**Run 1: placement density heat map**

Scale bar: 50 um. 23 x 23 tiles, from dark purple (low) to yellow (high), 0 to 100% covered.
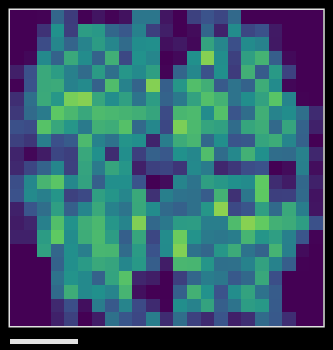
**Run 1: wiring by layer**

Only two layers are drawn.
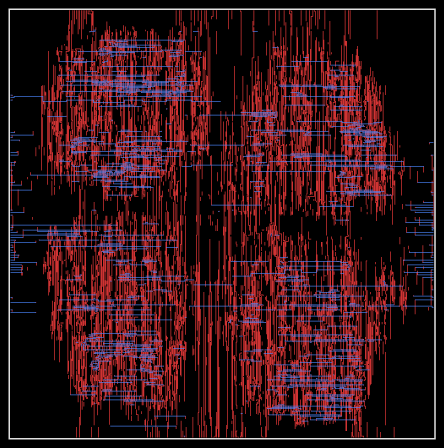
**Run 1: the clock network**

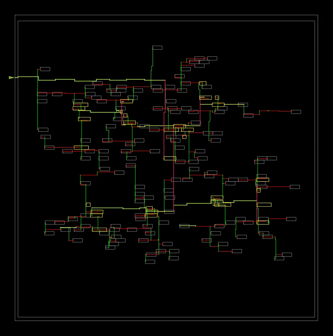
## config.mk

```make
export PLATFORM = sky130hd
export DESIGN_NAME = counter_bank
export DESIGN_NICKNAME = d
export VERILOG_FILES = /design/src/rtl/counter_pkg.sv /design/src/rtl/counter_channel.sv /design/src/rtl/counter_bank.sv
export SDC_FILE = /design/constraint.sdc
export NUM_CORES = 1
export LEC_CHECK = 0
export CORE_AREA = 2 2 229 231
export CTS_CLUSTER_DIAMETER = 100
export DETAILED_ROUTE_END_ITERATION = 7
export DIE_AREA = 0 0 231 233
export GPL_TIMING_DRIVEN = 1
export SLEW_MARGIN = 5
export SYNTH_ARGS = -nofsm -noshare
export SYNTH_HDL_FRONTEND = slang
export SYNTH_SLANG_ARGS = --single-unit
```

## constraint.sdc

```tcl
create_clock -name clk -period 6.3 [get_ports clk]
set_input_delay 1.26 -clock clk [delete_from_list [all_inputs] [get_ports clk]]
set_output_delay 1.26 -clock clk [all_outputs]
set_load 0.01 [all_outputs]
```

## src/rtl/counter_pkg.sv

```systemverilog
// rtl/counter_pkg.sv - shared mode constants and slice helper for the counter bank
package counter_pkg;

  localparam logic MODE_SATURATE = 1'b0;
  localparam logic MODE_WRAP     = 1'b1;

  // LSB position of channel ch inside a flattened CHANNELS*width bus
  function automatic int chan_lsb(input int ch, input int width);
    return ch * width;
  endfunction

endpackage

```

## src/rtl/counter_channel.sv

```systemverilog
// rtl/counter_channel.sv - one up/down counter channel with limit, mode, flags and wrap pulse
module counter_channel
  import counter_pkg::*;
#(
  parameter int WIDTH        = 16,
  parameter int DEFAULT_MAX  = 22,
  parameter bit DEFAULT_WRAP = 1'b0
) (
  input  logic             clk,
  input  logic             reset,
  input  logic             enable,
  input  logic             up,
  input  logic             load,
  input  logic [WIDTH-1:0] load_value,
  input  logic             cfg_we,
  input  logic [WIDTH-1:0] cfg_max,
  input  logic             cfg_wrap,
  output logic [WIDTH-1:0] count,
  output logic             at_max,
  output logic             at_zero,
  output logic             wrapped
);

  localparam logic [WIDTH-1:0] RESET_MAX  = WIDTH'(DEFAULT_MAX);
  localparam logic             RESET_WRAP = DEFAULT_WRAP;
  localparam logic [WIDTH-1:0] ONE        = WIDTH'(1);
  localparam logic [WIDTH-1:0] ZERO       = '0;

  logic [WIDTH-1:0] count_q, count_d;
  logic [WIDTH-1:0] limit_q, limit_d;
  logic             mode_q, mode_d;
  logic             at_max_q, at_max_d;
  logic             at_zero_q, at_zero_d;
  logic             wrapped_q, wrapped_d;

  // Next state: load > clamp > enable > hold; counting always uses the current (old) limit/mode
  always_comb begin
    count_d   = count_q;
    limit_d   = limit_q;
    mode_d    = mode_q;
    wrapped_d = 1'b0;

    if (cfg_we) begin
      limit_d = cfg_max;
      mode_d  = cfg_wrap;
    end

    if (load) begin
      count_d = (load_value > limit_q) ? limit_q : load_value;
    end else if (count_q > limit_q) begin
      // limit was shrunk last cycle; pull the count back inside the range
      count_d = limit_q;
    end else if (enable) begin
      if (up) begin
        if (count_q != limit_q) begin
          count_d = count_q + ONE;
        end else if (mode_q == MODE_WRAP) begin
          count_d   = ZERO;
          wrapped_d = 1'b1;
        end
      end else begin
        if (count_q != ZERO) begin
          count_d = count_q - ONE;
        end else if (mode_q == MODE_WRAP) begin
          count_d   = limit_q;
          wrapped_d = 1'b1;
        end
      end
    end

    // flags are computed from the values that will be registered alongside them
    at_max_d  = (count_d == limit_d);
    at_zero_d = (count_d == ZERO);
  end

  // State registers with synchronous reset to the default limit/mode
  always_ff @(posedge clk) begin
    if (reset) begin
      count_q   <= ZERO;
      limit_q   <= RESET_MAX;
      mode_q    <= RESET_WRAP;
      at_max_q  <= (RESET_MAX == ZERO);
      at_zero_q <= 1'b1;
      wrapped_q <= 1'b0;
    end else begin
      count_q   <= count_d;
      limit_q   <= limit_d;
      mode_q    <= mode_d;
      at_max_q  <= at_max_d;
      at_zero_q <= at_zero_d;
      wrapped_q <= wrapped_d;
    end
  end

  assign count   = count_q;
  assign at_max  = at_max_q;
  assign at_zero = at_zero_q;
  assign wrapped = wrapped_q;

endmodule

```

## src/rtl/counter_bank.sv

```systemverilog
// rtl/counter_bank.sv - N-channel up/down counter bank with per-channel limit and mode
module counter_bank
  import counter_pkg::*;
#(
  parameter int WIDTH        = 16,
  parameter int CHANNELS     = 4,
  parameter int DEFAULT_MAX  = 22,
  parameter bit DEFAULT_WRAP = 1'b0
) (
  input  logic                                          clk,
  input  logic                                          reset,
  input  logic [CHANNELS-1:0]                           enable,
  input  logic [CHANNELS-1:0]                           up,
  input  logic [CHANNELS-1:0]                           load,
  input  logic [CHANNELS*WIDTH-1:0]                     load_value,
  input  logic                                          cfg_we,
  input  logic [((CHANNELS > 1) ? $clog2(CHANNELS) : 1)-1:0] cfg_sel,
  input  logic [WIDTH-1:0]                              cfg_max,
  input  logic                                          cfg_wrap,
  output logic [CHANNELS*WIDTH-1:0]                     count,
  output logic [CHANNELS-1:0]                           at_max,
  output logic [CHANNELS-1:0]                           at_zero,
  output logic [CHANNELS-1:0]                           wrapped
);

  localparam int SEL_W = (CHANNELS > 1) ? $clog2(CHANNELS) : 1;

  logic [CHANNELS-1:0] cfg_we_ch;

  // Decode the config write to a single channel; out-of-range selects match nothing
  always_comb begin
    cfg_we_ch = '0;
    for (int i = 0; i < CHANNELS; i++) begin
      cfg_we_ch[i] = cfg_we && (cfg_sel == SEL_W'(i));
    end
  end

  for (genvar g = 0; g < CHANNELS; g++) begin : g_chan
    counter_channel #(
      .WIDTH        (WIDTH),
      .DEFAULT_MAX  (DEFAULT_MAX),
      .DEFAULT_WRAP (DEFAULT_WRAP)
    ) u_chan (
      .clk        (clk),
      .reset      (reset),
      .enable     (enable[g]),
      .up         (up[g]),
      .load       (load[g]),
      .load_value (load_value[chan_lsb(g, WIDTH) +: WIDTH]),
      .cfg_we     (cfg_we_ch[g]),
      .cfg_max    (cfg_max),
      .cfg_wrap   (cfg_wrap),
      .count      (count[chan_lsb(g, WIDTH) +: WIDTH]),
      .at_max     (at_max[g]),
      .at_zero    (at_zero[g]),
      .wrapped    (wrapped[g])
    );
  end

endmodule

```

==> reports/qor.tcl, run 1 <==
set qor(timing.final.crit_share_pct) 88.7
set qor(layout.cells.most_common_list) {nor2_1 (229), nand2_1 (182), a21oi_1 (178)}
set qor(clkPwrFrac_pct) 18.2
set qor(final.setup.worst_slack_ps) 713
set qor(detailroute.wirelength.met2_um) 34700
set qor(timing.critical_path.from) {load_value[44]}
set qor(power.total_mw) 6.51
set qor(warnings) 34
set qor(yosys-dominant-comb-family) {AND-OR/OR-AND gates}
set qor(detailedPlacementHpwl_um) 59000
set qor(pre_place_util_pct) 32.7
set qor(cts_buffer_depth) 2
set qor(synth.yosys.num_cells) 2334
set qor(timing.critical_path.fanout_max) 14
set qor(hold_depth) 2
set qor(path_cells) {clkdlybuf4s50_1, ha_1, nand4_1, nor4_1, o21ai_0, a41oi_2, buf_4, mux2i_1, a22o_1, nor3_1, xnor2_1, nor4_1, nor4b_1}
set qor(grt_usage_pct) 28.0
set qor(mostFrequentLayoutCell) {nor2_1}
set qor(die_width_um) 231
set qor(pre_cts_setup_slack_ps) 486
set qor(grtUsageMet3_pct) 4.72
set qor(rsz0062_at_grt) {no}
set qor(drt-pass1-iter-count) 8
set qor(holdWs_ps) 526
set qor(holdPathEnd) {g_chan[0].u_chan.limit_q[12]$_SDFF_PP0_}
set qor(layout_min_cycle_time_ps) 5590
set qor(asyncSetResetFlopFracSynth_pct) 0
set qor(placedCellCount) 3043
set qor(hold_path.startpoint) {g_chan[0].u_chan.limit_q[12]$_SDFF_PP0_}
set qor(post_synthesis_cell_type_count) 85
set qor(design.final.nets) 2620
set qor(route.vias.total) 19900
set qor(synth-xor-area-share_pct) 3.04
set qor(met2_routing_resource_usage_after_global_routing_pct) 44.5
set qor(critical_path_depth) 13
set qor(synth-adder-area-share_pct) 10.5
set qor(overflow) 0
set qor(register_share_of_the_cell_area_pct) 14.8
set qor(boundaryPins) 174
set qor(bufAreaShareNonClock_pct) 10.2
set qor(layout.core_utilization_pct) 38.2
set qor(buf_inv_on_cp) 2
set qor(port_buffers) 173
set qor(simple_gate_area_share_pct) 28.1
set qor(power_leader) {combinational logic}
set qor(hold_buf_cts) 0
set qor(globalRoute.busiestLayer) {met2}
set qor(placeableCoreArea_um2) 51100
set qor(top_post_synthesis_cells_by_count) {nor2_1 (229), nand2_1 (182), a21oi_1 (178)}
set qor(critPathKind) {in -> reg}
set qor(drt-met1-wl_um) 33500
set qor(p_comb_share_pct) 59.0
set qor(cts.sink_count) 144
set qor(rows) 83
set qor(cp_top_family) {simple AND/OR/NAND/NOR gates}
set qor(outcome) {finished, final reports clean}
set qor(setup_viol) 0
set qor(powerSeq_mw) 1.49
set qor(flop_cell) {dfxtp_1}
set qor(cts.reportedPaths.clkPinSlew_ps) 60
set qor(leakage_nw) 7.25
set qor(netlist.top_cell.by_instances) {nor2_1}
set qor(cts_bufs_inserted) 17
set qor(power.combinational.total_mw) 3.84
set qor(yosys_register_bits) 144
set qor(worstSetupStartpointType) {input port}
set qor(floorplan.nets) 2572
set qor(critical_path_arrival_ps) 5880
set qor(mux_share_pct) 5.23
set qor(regToRegEndpoint) {g_chan[2].u_chan.at_max$_SDFF_PP0_}
set qor(grt_use_met1_pct) 38.3
set qor(chipArea_um2) 53800
set qor(timing.max_slew.rel_slack_pct) 21.8
set qor(gp_routability_congestion) 1.01
set qor(p_clk_mw) 1.18
set qor(power_frac_seq_pct) 22.8
set qor(peak_clock_frequency_supported_by_timing_ghz) 0.179
set qor(die_h_um) 233
set qor(dominant_cells) {multi-input combinational cells}
set qor(cts_setup_buffers) 0
set qor(p_switching_mw) 3.28
set qor(syn2layout_area_growth_pct) 16.8
set qor(synth-compound-area-share_pct) 28.9
set qor(dr.first_iter.drc_count) 2682
set qor(fillCellCount) 5454
set qor(n_tap_cell) 680
set qor(element_type_at_the_critical_path_end) {register}
set qor(seq_area_um2) 2880
set qor(power.switching_fraction_pct) 50.4
set qor(postPlaceCellArea_um2) 18900
set qor(r2r_slack_ps) 900
set qor(enable_flop_cells) 0
set qor(top_signal_layer_used) {met5}
set qor(tritoncts) {done}
set qor(root_buffer) {clkbuf_16}
set qor(grt_pass1_vias) 18500
set qor(synth.top_cells.by_area) {dfxtp_1 (17%), ha_1 (10%), a21oi_1 (5.3%), nor2_1 (5.1%), nand2_1 (4.1%)}
set qor(synth.yosys.warnings) 0
set qor(max_cap_viol_count) 0
set qor(post_route_cells_drive_above_1_share_pct) 5.72
set qor(peakVddDrop_mv) 0.191
set qor(totalNegativeSetupSlack_ps) 0
set qor(postSynthCellCount) 2334
set qor(syn_area_per_cell_um2) 7.16
set qor(power_report.internal_total_mw) 3.23
set qor(worstMarginPinSlew_ps) 1170
set qor(largest_area_cell) {dfxtp_1}
set qor(cp_slowest_stage_delay_ps) 570
set qor(critical_path.most_common_cell) {nor4_1}
set qor(post_synth_instance_area_um2) 16700
set qor(remaining_routing_drc_violations) 0
set qor(postCtsResizedCells) 0
set qor(timing.critical_path.required_ps) 6590
set qor(worstSetupEndpoint) {g_chan[2].u_chan.at_max$_SDFF_PP0_}
set qor(regToRegStartpoint) {g_chan[2].u_chan.limit_q[6]$_SDFF_PP0_}
set qor(power-per-cell-area_nw_per_um2) 334
set qor(hold_crit_path_type) {reg -> reg}
set qor(route.detailed.vias_per_inst) 6.46
set qor(yosys.stat.chipArea_um2) 16700
## Picture notes: 'placement density heat map'
emptiest ninth of the die = top right
nearly empty tiles = 15%
tiles over 75% full = 2.3%
fullest tile = 82%
mean over tiles = 35%

## Picture notes: 'wiring by layer'
M2 -> red  # wire length 34.7 mm
M3 -> blue  # wire length 7140 um

## Picture notes: 'the clock network'
Seq Cell Count: 144
clock latency on the worst-skew pair: 450 ps

**Run 1: wire density map**

23 x 23 tiles, from dark purple (low) to yellow (high), scaled to the fullest tile. Values are wire area over tile area, all layers added.
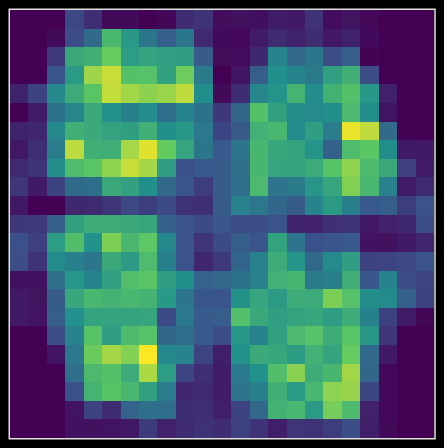

--- run 2 (diff from run 1) ---
- GPL_TIMING_DRIVEN: 1 -> 0
**Run 2: wire density map**

23 x 23 tiles, from dark purple (low) to yellow (high), scaled to the fullest tile. Values are wire area over tile area, all layers added.
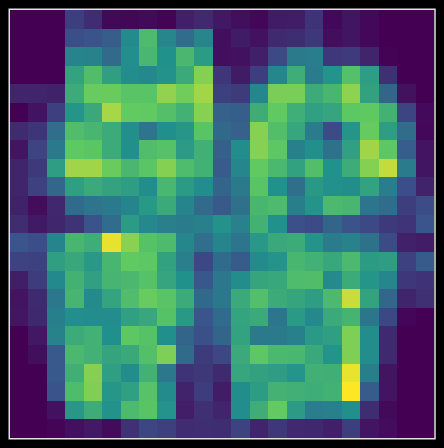
fullest tile = 0.66
nearly empty tiles = 10%
tiles over half the peak = 41%
densest ninth of the die = middle
mean over tiles = 0.26

**Run 2: sequential cells grouped by signal name**

Scale bar: 50 um. Other sequential cells in the stronger gray, the rest of the logic in the fainter gray.
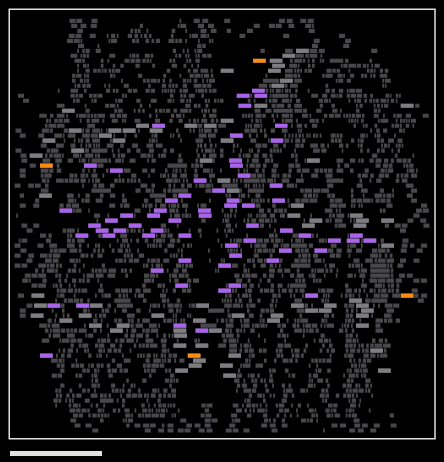
g_chan.u_chan.limit_q -> purple  # flops 64
g_chan.u_chan.at_zero -> orange  # flops 4
not colored = 76

==> run 2 against run 1 <==
- non-clock buffer count grew 131
- clock skew increased by 1.1 ps
- synthesized cell count stayed put
- first-iteration DRC count fell by 5.2%
- total power up 2.2%
- core utilization is 0.60 points higher
- via count increased by 4.0%
==> reports/qor.tcl, run 2 <==
set qor(met2_routing_resource_usage_after_global_routing_pct) 46.9
set qor(root_buffer) {clkbuf_16}
set qor(port_buffers) 160
set qor(largest_area_cell) {dfxtp_1}
set qor(leakage_nw) 7.32
set qor(synth-xor-area-share_pct) 3.04
set qor(power.switching_fraction_pct) 50.5
set qor(top_signal_layer_used) {met5}
set qor(gp_routability_congestion) 0.996
set qor(boundaryPins) 174
set qor(max_cap_viol_count) 0
set qor(final.setup.worst_slack_ps) 99.6
set qor(element_type_at_the_critical_path_end) {register}
set qor(seq_area_um2) 2880
set qor(n_tap_cell) 680
set qor(pre_cts_setup_slack_ps) 42.9
set qor(synth.yosys.warnings) 0
set qor(asyncSetResetFlopFracSynth_pct) 0
set qor(top_post_synthesis_cells_by_count) {nor2_1 (229), nand2_1 (182), a21oi_1 (178)}
set qor(cts_buffer_depth) 2
set qor(postSynthCellCount) 2334
set qor(p_comb_share_pct) 62.2
set qor(power_report.internal_total_mw) 3.29
set qor(detailroute.wirelength.met2_um) 36900
set qor(post_synth_instance_area_um2) 16700
set qor(synth-adder-area-share_pct) 10.5
set qor(cts.sink_count) 144
set qor(placedCellCount) 3174
set qor(timing.critical_path.required_ps) 6610
set qor(dominant_cells) {multi-input combinational cells}
set qor(yosys-dominant-comb-family) {AND-OR/OR-AND gates}
set qor(post_route_cells_drive_above_1_share_pct) 4.48
set qor(timing.final.crit_share_pct) 98.4
set qor(route.detailed.vias_per_inst) 6.45
set qor(power-per-cell-area_nw_per_um2) 336
set qor(hold_depth) 2
set qor(layout_min_cycle_time_ps) 6200
set qor(cp_top_family) {simple AND/OR/NAND/NOR gates}
set qor(powerSeq_mw) 1.32
set qor(buf_inv_on_cp) 4
set qor(power.combinational.total_mw) 4.14
set qor(fillCellCount) 5507
set qor(yosys_register_bits) 144
set qor(hold_path.startpoint) {g_chan[0].u_chan.limit_q[12]$_SDFF_PP0_}
set qor(power.total_mw) 6.66
set qor(cts_bufs_inserted) 17
set qor(drt-pass1-iter-count) 6
set qor(mostFrequentLayoutCell) {nor2_1}
set qor(register_share_of_the_cell_area_pct) 14.5
set qor(timing.max_slew.rel_slack_pct) 12.8
set qor(tritoncts) {done}
set qor(outcome) {finished, final reports clean}
set qor(grtUsageMet3_pct) 5.05
set qor(worstSetupStartpointType) {input port}
set qor(rsz0062_at_grt) {no}
set qor(layout.core_utilization_pct) 38.8
set qor(flop_cell) {dfxtp_1}
set qor(detailedPlacementHpwl_um) 66400
set qor(regToRegStartpoint) {g_chan[2].u_chan.limit_q[6]$_SDFF_PP0_}
set qor(die_width_um) 231
set qor(totalNegativeSetupSlack_ps) 0
set qor(holdWs_ps) 545
set qor(post_synthesis_cell_type_count) 85
set qor(netlist.top_cell.by_instances) {nor2_1}
set qor(p_clk_mw) 1.20
set qor(peak_clock_frequency_supported_by_timing_ghz) 0.161
set qor(timing.critical_path.from) {load_value[38]}
set qor(hold_crit_path_type) {reg -> reg}
set qor(grt_use_met1_pct) 41.5
set qor(clock_latency_ps) 450
set qor(chipArea_um2) 53800
set qor(globalRoute.busiestLayer) {met2}
set qor(critical_path_depth) 14
set qor(yosys.stat.chipArea_um2) 16700
set qor(die_h_um) 233
set qor(clkPwrFrac_pct) 18.1
set qor(floorplan.nets) 2572
set qor(dr.first_iter.drc_count) 2542
set qor(power_leader) {combinational logic}
set qor(overflow) 0
set qor(enable_flop_cells) 0
set qor(rows) 83
set qor(drt-met1-wl_um) 36800
set qor(r2r_slack_ps) 480
set qor(simple_gate_area_share_pct) 28.1
set qor(regToRegEndpoint) {g_chan[2].u_chan.at_max$_SDFF_PP0_}
set qor(power_frac_seq_pct) 19.8
set qor(syn2layout_area_growth_pct) 18.7
set qor(route.vias.total) 20700
set qor(synth.top_cells.by_area) {dfxtp_1 (17%), ha_1 (10%), a21oi_1 (5.3%), nor2_1 (5.1%), nand2_1 (4.1%)}
set qor(mux_share_pct) 5.23
**Run 2: placement density heat map**

Scale bar: 50 um. 23 x 23 tiles, from dark purple (low) to yellow (high), 0 to 100% covered.
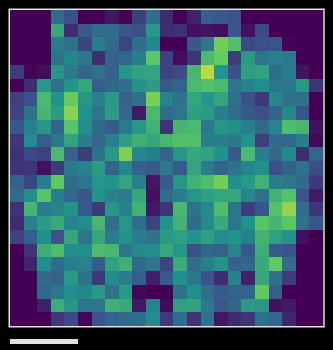
mean over tiles = 35%
densest ninth of the die = middle
nearly empty tiles = 13%
tiles over 75% full = 2.1%

--- run 3 (diff from run 2) ---
- CTS_CLUSTER_SIZE: not set -> 8
**Run 3: sequential cells grouped by signal name**

Scale bar: 50 um. Other sequential cells in the stronger gray, the rest of the logic in the fainter gray.
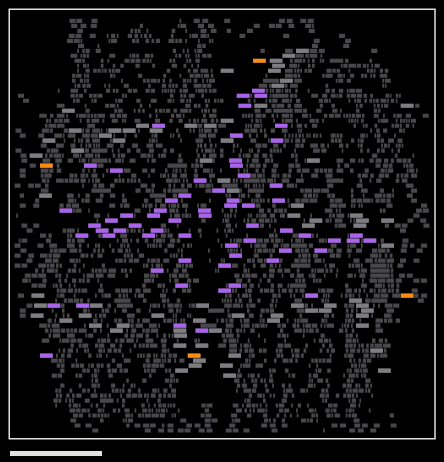
g_chan.u_chan.at_zero -> orange  # flops 4
g_chan.u_chan.limit_q -> purple  # flops 64

**Run 3: wiring by layer**

Only two layers are drawn.
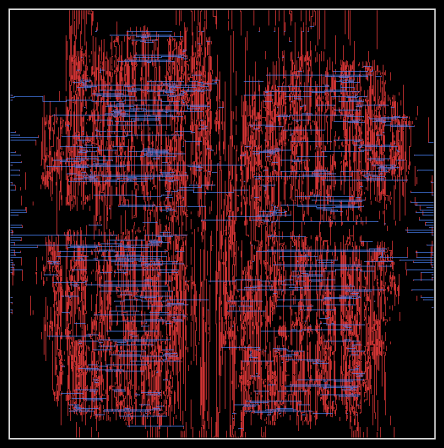
M3 -> blue  # wire length 7180 um
M2 -> red  # wire length 36.9 mm

**Run 3: placement density heat map**

Scale bar: 50 um. 23 x 23 tiles, from dark purple (low) to yellow (high), 0 to 100% covered.
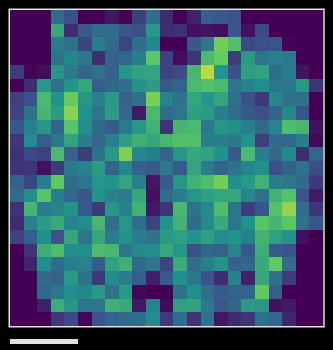
Pre-Place Util: 32.7%
utilization after layout: 38.8%
Core Box Area: 51100 um^2

==> run 3 against run 2 <==
- global-route usage stayed put
- register-to-register slack hardly changed
- cell area is the same
- sequential cell count did not move
- sequential power about the same
- synthesized cell count stayed put
- first-iteration DRC count is the same
- clock skew is the same
- die area is the same
- wire length unchanged
- total power did not move
- worst setup slack unchanged
==> reports/qor.tcl, run 3 <==
set qor(critical_path_arrival_ps) 6510
set qor(yosys_register_bits) 144
set qor(rows) 83
set qor(yosys.stat.chipArea_um2) 16700
set qor(power-per-cell-area_nw_per_um2) 336
set qor(die_h_um) 233
set qor(hold_depth) 2
set qor(mux_share_pct) 5.23
set qor(timing.final.crit_share_pct) 98.4
set qor(outcome) {finished, final reports clean}
set qor(cp_top_family) {simple AND/OR/NAND/NOR gates}
set qor(power.total_mw) 6.66
set qor(syn2layout_area_growth_pct) 18.7
set qor(overflow) 0
set qor(fillCellCount) 5507
set qor(simple_gate_area_share_pct) 28.1
set qor(worstMarginPinSlew_ps) 1290
set qor(netlist.top_cell.by_instances) {nor2_1}
set qor(critPathKind) {in -> reg}
set qor(timing.critical_path.required_ps) 6610
set qor(synth-xor-area-share_pct) 3.04
set qor(worstSetupStartpointType) {input port}
set qor(regToRegEndpoint) {g_chan[2].u_chan.at_max$_SDFF_PP0_}
set qor(bufAreaShareNonClock_pct) 11.8
set qor(leakage_nw) 7.32
set qor(cp_slowest_stage_delay_ps) 820
set qor(detailroute.wirelength.met2_um) 36900
set qor(post_synthesis_cell_type_count) 85
set qor(path_cells) {clkdlybuf4s50_1, ha_1, nand3_1, nor4_1, o21ai_0, a41oi_1, buf_2, buf_1, mux2i_1, inv_1, nand3_1, nand4_1, nor4_1, nor4b_1}
set qor(synth-adder-area-share_pct) 10.5
set qor(post_synth_instance_area_um2) 16700
set qor(placedCellCount) 3174
set qor(top_post_synthesis_cells_by_count) {nor2_1 (229), nand2_1 (182), a21oi_1 (178)}
set qor(route.detailed.vias_per_inst) 6.45
set qor(power.combinational.total_mw) 4.14
set qor(gp_routability_congestion) 0.996
set qor(final.setup.worst_slack_ps) 99.6
set qor(postSynthCellCount) 2334
set qor(post_route_cells_drive_above_1_share_pct) 4.48
set qor(setup_viol) 0
set qor(synth.yosys.warnings) 0
set qor(r2r_slack_ps) 480
set qor(clock_latency_ps) 450
set qor(timing.max_slew.rel_slack_pct) 12.8
set qor(p_switching_mw) 3.37
set qor(timing.critical_path.fanout_max) 10
set qor(cts_setup_buffers) 0
set qor(regToRegStartpoint) {g_chan[2].u_chan.limit_q[6]$_SDFF_PP0_}
set qor(largest_area_cell) {dfxtp_1}
set qor(dr.first_iter.drc_count) 2542
set qor(power.switching_fraction_pct) 50.5
set qor(element_type_at_the_critical_path_end) {register}
set qor(powerSeq_mw) 1.32
set qor(register_share_of_the_cell_area_pct) 14.5
set qor(p_comb_share_pct) 62.2
set qor(port_buffers) 160
set qor(globalRoute.busiestLayer) {met2}
set qor(design.seq.count) 144
set qor(timing.critical_path.from) {load_value[38]}
set qor(tritoncts) {done}
set qor(power_frac_seq_pct) 19.8
set qor(drt-pass1-iter-count) 6
set qor(asyncSetResetFlopFracSynth_pct) 0
set qor(postPlaceCellArea_um2) 19200
set qor(rsz0062_at_grt) {no}
set qor(synth-compound-area-share_pct) 28.9
set qor(postCtsResizedCells) 0
set qor(mostFrequentLayoutCell) {nor2_1}
set qor(power_leader) {combinational logic}
set qor(cts_buffer_depth) 2
set qor(drt-met1-wl_um) 36800
set qor(flop_cell) {dfxtp_1}
set qor(boundaryPins) 174
set qor(worstSetupEndpoint) {g_chan[2].u_chan.at_max$_SDFF_PP0_}
set qor(hold_path.startpoint) {g_chan[0].u_chan.limit_q[12]$_SDFF_PP0_}
set qor(p_clk_mw) 1.20
set qor(floorplan.nets) 2572
No activity file was given, so power comes from the tool's default toggle rates.
